[src/rtl/m_mem_arbiter_pkg.sv]
// Shared codes for the M-stage data-memory arbiter: access types, FSM states, latched request.
package m_mem_arbiter_pkg;

  // Access-type codes carried on cpu_type (same encoding as Define.v)
  localparam logic [1:0] DM_sw = 2'd0;
  localparam logic [1:0] DM_sh = 2'd1;
  localparam logic [1:0] DM_sb = 2'd2;

  // Arbiter FSM state codes
  localparam logic [1:0] MA_IDLE = 2'd0;
  localparam logic [1:0] MA_BUSY = 2'd1;
  localparam logic [1:0] MA_DONE = 2'd2;

  // Request captured at grant time and replayed to DM during BUSY
  typedef struct packed {
    logic        owner_dma;
    logic        we;
    logic [3:0]  byteen;
    logic [31:0] addr;
    logic [31:0] wdata;
  } ma_req_t;

endpackage

[src/rtl/m_mem_arbiter_lane.sv]
// Byte-lane steering for CPU accesses: type + low address bits -> byte enables and replicated data.
module m_arb_lane
  import m_mem_arbiter_pkg::*;
(
  input  logic [1:0]  typ,
  input  logic [1:0]  addr_lo,
  input  logic        we,
  input  logic [31:0] wdata,
  output logic [3:0]  byteen,
  output logic [31:0] wdata_rep
);

  // Select lanes and replicate the right-aligned store data across them; reads enable nothing
  always_comb begin
    byteen    = 4'b1111;
    wdata_rep = wdata;
    case (typ)
      DM_sh: begin
        byteen    = addr_lo[1] ? 4'b1100 : 4'b0011;
        wdata_rep = {2{wdata[15:0]}};
      end
      DM_sb: begin
        byteen    = 4'b0001 << addr_lo;
        wdata_rep = {4{wdata[7:0]}};
      end
      default: ;
    endcase
    if (!we) byteen = 4'b0000;
  end

endmodule

[src/rtl/m_mem_arbiter.sv]
// M-stage data-memory arbiter: shares the DM port between CPU and DMA, sequences MEM_LAT-cycle
// accesses with a starvation guard for DMA. Optional macro ALIGN_CHK_EN enables the
// misaligned-access check on CPU requests.
module m_mem_arbiter
  import m_mem_arbiter_pkg::*;
#(
  parameter int MEM_LAT    = 2,
  parameter int STARVE_MAX = 3
) (
  input  logic        clk,
  input  logic        reset,
  input  logic        cpu_req,
  input  logic        cpu_we,
  input  logic [1:0]  cpu_type,
  input  logic [31:0] cpu_addr,
  input  logic [31:0] cpu_wdata,
  output logic [31:0] cpu_rdata,
  output logic        cpu_done,
  output logic        cpu_stall,
  output logic        cpu_exc,
  input  logic        dma_req,
  input  logic        dma_we,
  input  logic [31:0] dma_addr,
  input  logic [31:0] dma_wdata,
  output logic [31:0] dma_rdata,
  output logic        dma_done,
  output logic [31:0] mem_addr,
  output logic [31:0] mem_wdata,
  output logic [3:0]  mem_byteen,
  output logic        mem_we,
  input  logic [31:0] mem_rdata
);

  localparam int CW = (MEM_LAT > 1) ? $clog2(MEM_LAT) : 1;
  localparam int SW = (STARVE_MAX > 0) ? $clog2(STARVE_MAX + 1) : 1;

  logic [1:0]    state_q, state_d;
  logic [CW-1:0] cnt_q, cnt_d;
  logic [SW-1:0] streak_q, streak_d;
  ma_req_t       req_q, req_d;
  logic [31:0]   cpu_rdata_q, cpu_rdata_d;
  logic [31:0]   dma_rdata_q, dma_rdata_d;

  logic [3:0]    lane_be;
  logic [31:0]   lane_wd;
  logic          cpu_elig, dma_win, busy, last;
  logic [1:0]    unused_dma_lo;

  assign unused_dma_lo = dma_addr[1:0];

  m_arb_lane u_lane (
    .typ       (cpu_type),
    .addr_lo   (cpu_addr[1:0]),
    .we        (cpu_we),
    .wdata     (cpu_wdata),
    .byteen    (lane_be),
    .wdata_rep (lane_wd)
  );

`ifdef ALIGN_CHK_EN
  assign cpu_exc = cpu_req & (((cpu_type == DM_sw) & (cpu_addr[1:0] != 2'b00)) |
                              ((cpu_type == DM_sh) & cpu_addr[0]));
`else
  assign cpu_exc = 1'b0;
`endif

  // A flagged CPU request is handed to the exception unit, never to memory
  assign cpu_elig = cpu_req & ~cpu_exc;
  assign dma_win  = dma_req & (~cpu_elig | (streak_q == SW'(STARVE_MAX)));
  assign busy     = (state_q == MA_BUSY);
  assign last     = busy & (cnt_q == '0);

  // Grant, countdown and read-capture sequencing
  always_comb begin
    state_d     = state_q;
    cnt_d       = cnt_q;
    streak_d    = streak_q;
    req_d       = req_q;
    cpu_rdata_d = cpu_rdata_q;
    dma_rdata_d = dma_rdata_q;
    case (state_q)
      MA_IDLE: begin
        if (cpu_elig | dma_req) begin
          state_d = MA_BUSY;
          cnt_d   = CW'(MEM_LAT - 1);
          if (dma_win) begin
            req_d.owner_dma = 1'b1;
            req_d.we        = dma_we;
            req_d.byteen    = dma_we ? 4'b1111 : 4'b0000;
            req_d.addr      = {dma_addr[31:2], 2'b00};
            req_d.wdata     = dma_wdata;
            streak_d        = '0;
          end else begin
            req_d.owner_dma = 1'b0;
            req_d.we        = cpu_we;
            req_d.byteen    = lane_be;
            req_d.addr      = {cpu_addr[31:2], 2'b00};
            req_d.wdata     = lane_wd;
            if (!dma_req)                          streak_d = '0;
            else if (streak_q != SW'(STARVE_MAX)) streak_d = streak_q + 1'b1;
          end
        end
      end
      MA_BUSY: begin
        if (cnt_q == '0) begin
          state_d = MA_DONE;
          if (req_q.owner_dma) dma_rdata_d = mem_rdata;
          else                 cpu_rdata_d = mem_rdata;
        end else begin
          cnt_d = cnt_q - 1'b1;
        end
      end
      default: state_d = MA_IDLE;
    endcase
  end

  // State and latch registers; reset abandons any access in flight
  always_ff @(posedge clk or posedge reset) begin
    if (reset) begin
      state_q     <= MA_IDLE;
      cnt_q       <= '0;
      streak_q    <= '0;
      req_q       <= '0;
      cpu_rdata_q <= '0;
      dma_rdata_q <= '0;
    end else begin
      state_q     <= state_d;
      cnt_q       <= cnt_d;
      streak_q    <= streak_d;
      req_q       <= req_d;
      cpu_rdata_q <= cpu_rdata_d;
      dma_rdata_q <= dma_rdata_d;
    end
  end

  assign mem_addr   = busy ? req_q.addr   : 32'h0;
  assign mem_wdata  = busy ? req_q.wdata  : 32'h0;
  assign mem_byteen = busy ? req_q.byteen : 4'h0;
  assign mem_we     = last & req_q.we;
  assign cpu_done   = (state_q == MA_DONE) & ~req_q.owner_dma;
  assign dma_done   = (state_q == MA_DONE) &  req_q.owner_dma;
  assign cpu_stall  = cpu_req & ~cpu_done & ~cpu_exc;
  assign cpu_rdata  = cpu_rdata_q;
  assign dma_rdata  = dma_rdata_q;

endmodule

[config.mk]
export PLATFORM = sky130hd
export DESIGN_NAME = m_mem_arbiter
export DESIGN_NICKNAME = d
export VERILOG_FILES = /design/src/rtl/m_mem_arbiter_pkg.sv /design/src/rtl/m_mem_arbiter_lane.sv /design/src/rtl/m_mem_arbiter.sv
export SDC_FILE = /design/constraint.sdc
export NUM_CORES = 1
export LEC_CHECK = 0
export CORE_AREA = 8 8 142 144
export DETAILED_ROUTE_END_ITERATION = 7
export DIE_AREA = 0 0 150 152
export HOLD_SLACK_MARGIN = 0.15
export PLACE_DENSITY = 0.86
export SYNTH_ARGS = -nofsm -noshare
export SYNTH_HDL_FRONTEND = slang
export SYNTH_SLANG_ARGS = --single-unit
[constraint.sdc]
create_clock -name clk -period 4.2 [get_ports clk]
set_input_delay 0.42 -clock clk [delete_from_list [all_inputs] [get_ports clk]]
set_output_delay 0.42 -clock clk [all_outputs]
set_load 0.1 [all_outputs]
==> Changelog: implementation, run 1 <==
## Implementation

- Post-route cell area: 10100 µm²
- Initial antenna violation count: 0
- Highest metal used: met4
- R2r endpoint: req_q[64]
- Area Overhead vs Synth: 52.3%
- Core Box Area: 17800 µm²
- Top-area cell share: 0.517
- Root buf cell: clkbuf_16
- Clk buf depth: 2
- Top delay family on crit path: buffers and inverters
- Max Cap Violations: 0
- DR WL met2: roughly 11 mm
- Top cell excl fill/tap: clkdlybuf4s50_1
- Final setup vio count: 0
- DP HPWL: roughly 17 mm
- Metal-1 WL: 8.90 mm
- Top area cell types: dfrtp_1, mux2_4, nand2_1
- Tmin final: 2.82 ns
- Core Util, Final: 0.568
- Drt drc: 0
- Signal inverters: 6
- Htree depth: 4
- Max FO, Critical Path: 5
- Top reg by flops: req_q
- Worst R2R Setup Slack: around 2 ns
- Worst setup EP type: output port
- Synth Instances: about 640
- Clk slew on worst S/H paths: approximately 0.06 ns
- Core Util at FP: 0.373
- Measured slew at the worst slew-check pin: ~1.1 ns
- Tap cells: about 230
- Met3 global-route usage: 0.0680
- Initial DRT Pass Iterations: 5
- GR Util met1: 0.225
- Worst path slowest cell: clkdlybuf4s50_1
- Status: finished clean
- Max Slew Vio Count: 0
- Seq_cells: roughly 140
- Critical path endpoint: mem_we
- Worst Hold Launch: req_q[20]
- Hold buffers post-CTS: 0
- Synth Register Bits: roughly 140
- Dominant comb cell: simple AND/OR/NAND/NOR gates
- Worst Hold Class: flip-flop to flip-flop
- Ao+oa area frac: 0.126
- Cell depth of the worst hold path: 2
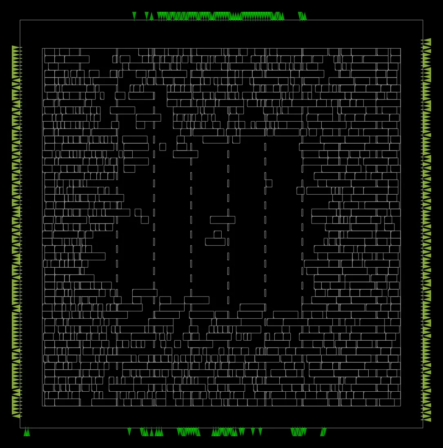
(run_1/placement.png)
Layout Cells excl Fill: 1159
fillers: 1503
flop share of the area: 0.340

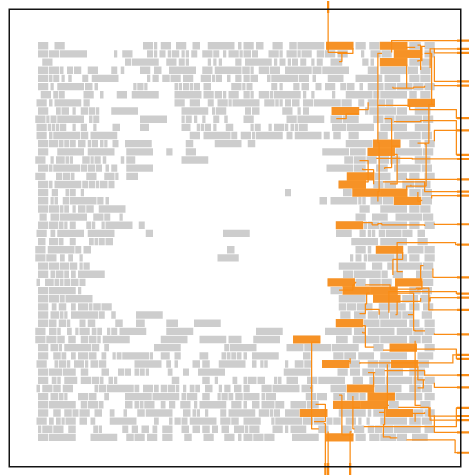
(run_1/io_fan.png)
(3 px per µm)
[orange] `cpu_rdata` | bits: 32 | direction: output | edge: 28 right, 3 bottom, 1 top | end cells: 32 | buffers: 32 | wire: 1160 µm

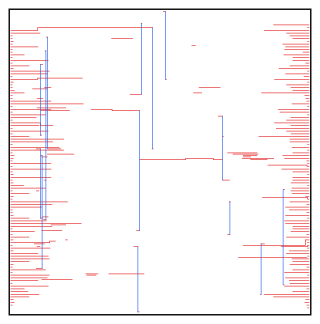
(run_1/wires.png)
(2 px per µm) Two of the layers only.
[red] metal 3 | wire length: 2290 µm
[blue] metal 4 | wire length: 610 µm
GRT Total Usage: 0.191
Avg WL per Cell: 19.3 µm
via count: 5837
drt total wl: 22.4 mm

==> run_1/flops_by_reg.png <==
(4 px per µm)
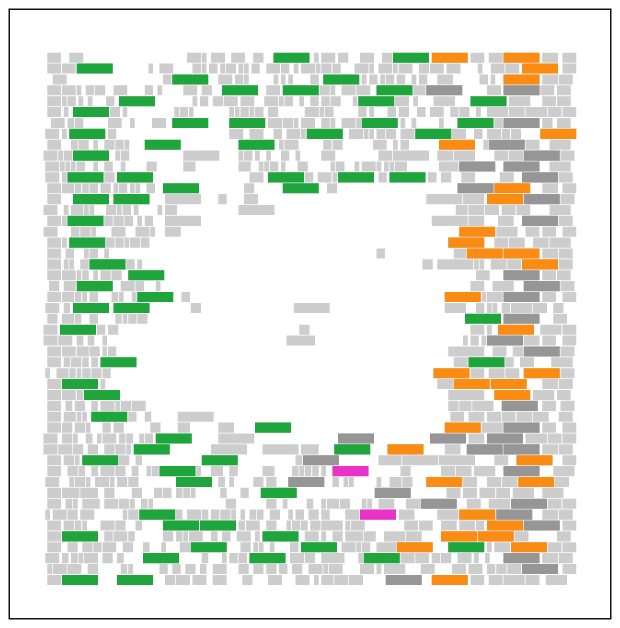

==> run 1 -> run 2 <==
clock period = 2.59 ns   (was 4.2 ns; I/O delays follow)
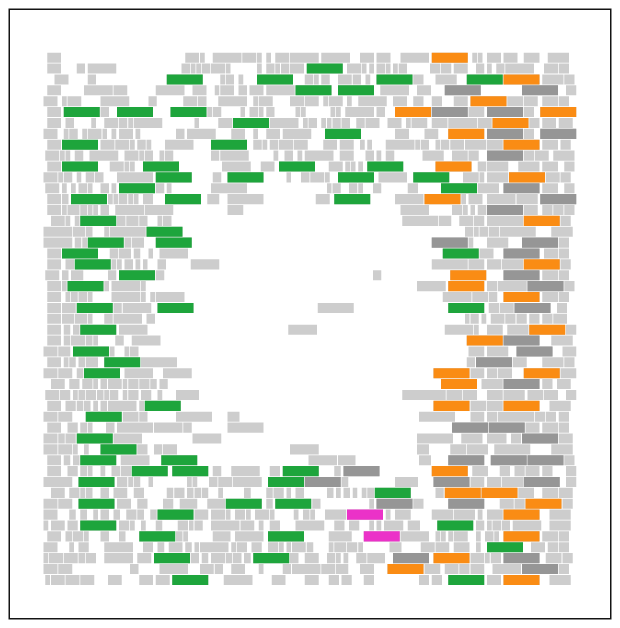
(run_2/flops_by_reg.png)
(4 px per µm)
[green] `req_q` | sequential cells: 68
[orange] `cpu_rdata` | sequential cells: 32 | where: a vertical strip on the right
[magenta] `state_q` | sequential cells: 2
not coloured: 35
flop share of the area: 0.315
Core Util, Final: 0.612
register area: 3430 µm²

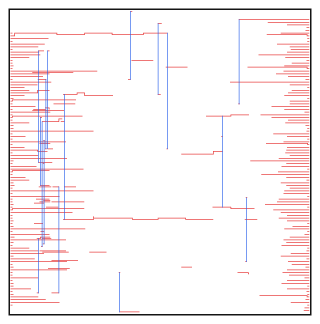
(run_2/wires.png)
(2 px per µm) Two of the layers only.
drt total wl: 23.5 mm
GRT Total Usage: 0.203
via count: 5953

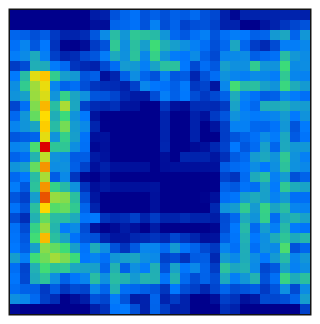
(run_2/metal_density.png)
(2 px per µm) The die is cut into 30 by 30 equal tiles; dark blue is low, red is high, scaled to the fullest tile. Values are wire area over tile area, all layers added.
fullest tile: 0.81
densest ninth of the die: middle left
tiles over half the peak: 4.7%
emptiest ninth of the die: centre
mean over tiles: 0.17
nearly empty tiles: 15%

==> Changelog: implementation, run 2 <==
## Implementation

- Worst path slowest cell: dfrtp_1
- Worst-skew pair later-pin latency: 0.42 ns
- Measured slew at the worst slew-check pin: between 0.6 and 0.7 ns
- Top area cell types: dfrtp_1, mux2_4, nand2_1
- Metal-1 WL: roughly 8.8 mm
- Hold buffers post-CTS: 0
- Core Util at FP: 0.373
- Worst setup EP type: output port
- Dominant comb cell: simple AND/OR/NAND/NOR gates
- Htree depth: 4
- Fillers: ~1400
- Tap cells: between 200 and 250
- Top cell excl fill/tap: clkdlybuf4s50_1
- Layout Cells excl Fill: 1166
- Initial antenna violation count: 0
- Max Cap Violations: 0
- Worst Hold Class: input pin to async pin
- DIE AREA: ~23000 µm²
- Seq_cells: between 100 and 150
- Cells resized by post-CTS repair: 0
- Avg WL per Cell: between 20 and 25 µm
- Area Overhead vs Synth: 64.1%
- Top-area cell share: 0.517
- Main flop type: dfrtp_1
- Synth Instances: roughly 640
- Tmin final: ~2.1 ns
- Worst setup path start: state_q[1]
- Max Slew Vio Count: 0
- Clk slew on worst S/H paths: 0.07 ns
- Worst R2R Setup Slack: about 0.56 ns
- DP HPWL: 17.8 mm
- Status: finished clean
- Final setup vio count: 0
- Synth Register Bits: around 140
- Top reg by flops: req_q
- Clk buf depth: 2
- Hold slack: 0.251 ns
- Critical path endpoint: mem_addr[9]
- Root buf cell: clkbuf_16
- Ao+oa area frac: 0.126
- R2r endpoint: req_q[25]
- Clk cell area share: 0.0544
- Highest metal used: met4
- Max FO, Critical Path: ~67
- GR Util met1: 0.226
- Signal inverters: 6
- Met3 global-route usage: 0.0882
- Core Box Area: about 18000 µm²
==> run_2/placement.png <==
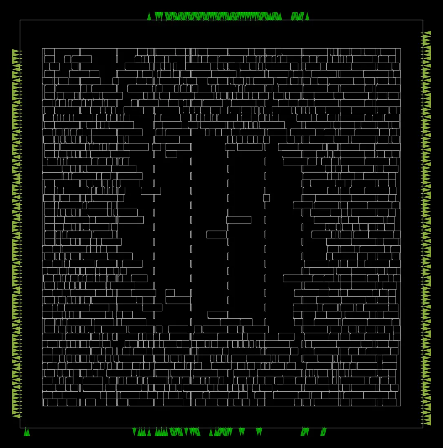

==> run 2 -> run 3 <==
CORE_AREA = 8 8 135 137   (was 8 8 142 144)
DIE_AREA = 0 0 143 145   (was 0 0 150 152)
PLACE_DENSITY = 0.9   (was 0.86)
clock period = 2.12 ns   (was 2.59 ns; I/O delays follow)
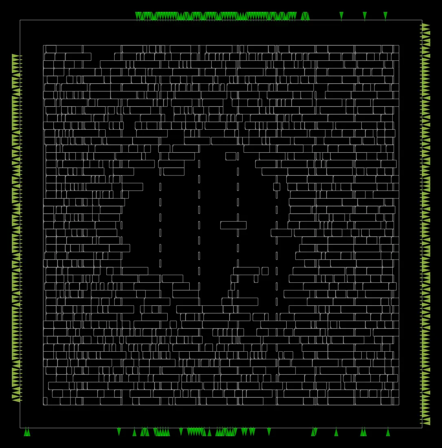
(run_3/placement.png)
flop share of the area: 0.311
Placement Rows: 47
fillers: 1137
Layout Cells excl Fill: 1164
seq_cells: 137

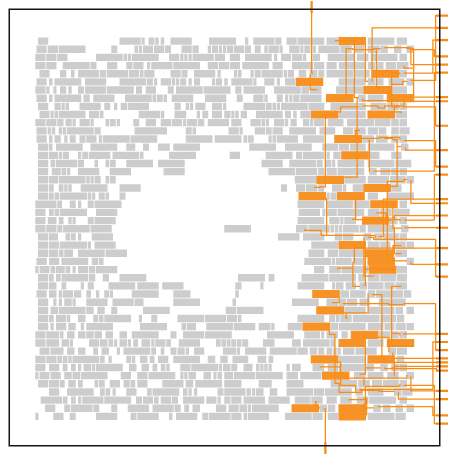
(run_3/io_fan.png)
(3 px per µm)
I/O Buffers: 299
IO Count: 305

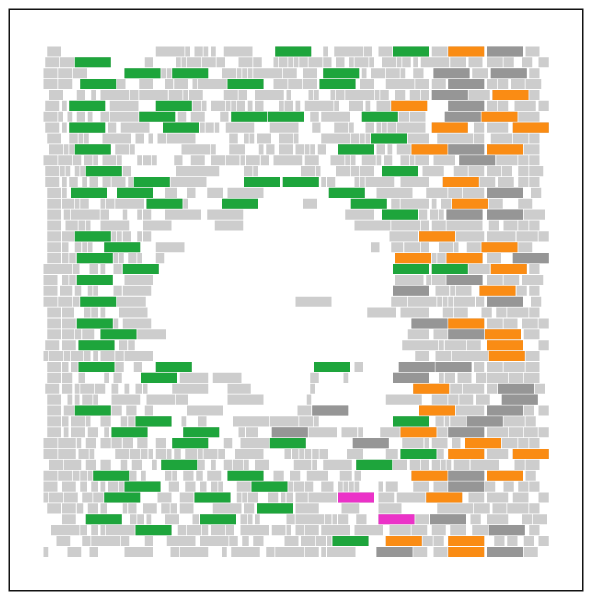
(run_3/flops_by_reg.png)
(4 px per µm)
[magenta] `state_q` | sequential cells: 2
[orange] `cpu_rdata` | sequential cells: 32 | where: a vertical strip on the right
[green] `req_q` | sequential cells: 68
not coloured: 35

==> Changelog: implementation, run 3 <==
## Implementation

- Dominant comb cell: simple AND/OR/NAND/NOR gates
- Worst-skew pair later-pin latency: 0.41 ns
- GRT Total Usage: 0.235
- Via count: between 6000 and 7000
- Core Util at FP: 0.410
- R2r endpoint: req_q[18]
- Max Slew Vio Count: 0
- Synth Instances: roughly 640
- Final setup vio count: 0
- Worst path slowest cell: dfrtp_1
- Worst R2R Setup Slack: 0.40 ns
- Synth Register Bits: between 100 and 150
- Met3 global-route usage: 0.0814
- Cells resized by post-CTS repair: 0
- Ys Warns: 0
- Avg WL per Cell: ~21 µm
- GR Util met1: 0.260
- Worst slack, placed: between 0.02 and 0.03 ns
- Top-area cell share: 0.517
- Tmin final: 1.97 ns
- DIE AREA: 20700 µm²
- Worst setup path start: state_q[1]
- DP HPWL: around 19 mm
- Signal inverters: 6
- Clk slew on worst S/H paths: around 0.07 ns
- Clkbuf count: 17
- Tool warning count: 31
- Clk buf depth: 2
- Measured slew at the worst slew-check pin: slightly below 0.6 ns
- Top delay family on crit path: simple AND/OR/NAND/NOR gates
- Max FO, Critical Path: 30
- Register area: 3430 µm²
- RR Startpoint: streak_q[0]
- Top area cell types: dfrtp_1, mux2_4, nand2_1
- Ao+oa area frac: 0.126
- Final WS setup: ~0.15 ns
- Top cell excl fill/tap: clkdlybuf4s50_1
- Area Overhead vs Synth: 66.0%
- Htree depth: 4
- Max Cap Violations: 0
- Tap cells: around 220
- Final hold vios: 0
- Post-route cell area: about 11000 µm²
- Worst Hold Class: input pin to async pin
- Core Util, Final: 0.681
- Critical path endpoint: mem_addr[10]
- Initial DRT Pass Iterations: 5
- Hold slack: around 0.21 ns
- Drt total wl: ~24 mm
- #MultiIn Comb: 449
- Worst setup EP type: output port
- Highest metal used: met4
- Clk cell area share: 0.0530
- Root buf cell: clkbuf_16
- Status: finished clean
- Initial antenna violation count: 0
- Synth area leader: dfrtp_1
- Main flop type: dfrtp_1
- Die width: 143 µm
- Cell area after synthesis: roughly 6600 µm²
- Hold buffers post-CTS: 0
- Core Box Area: around 16000 µm²
- Metal-1 WL: approximately 9.1 mm
- DR WL met2: between 10 and 15 mm
- Drt drc: 0
- Top reg by flops: req_q
- GR Overflow Total: 0
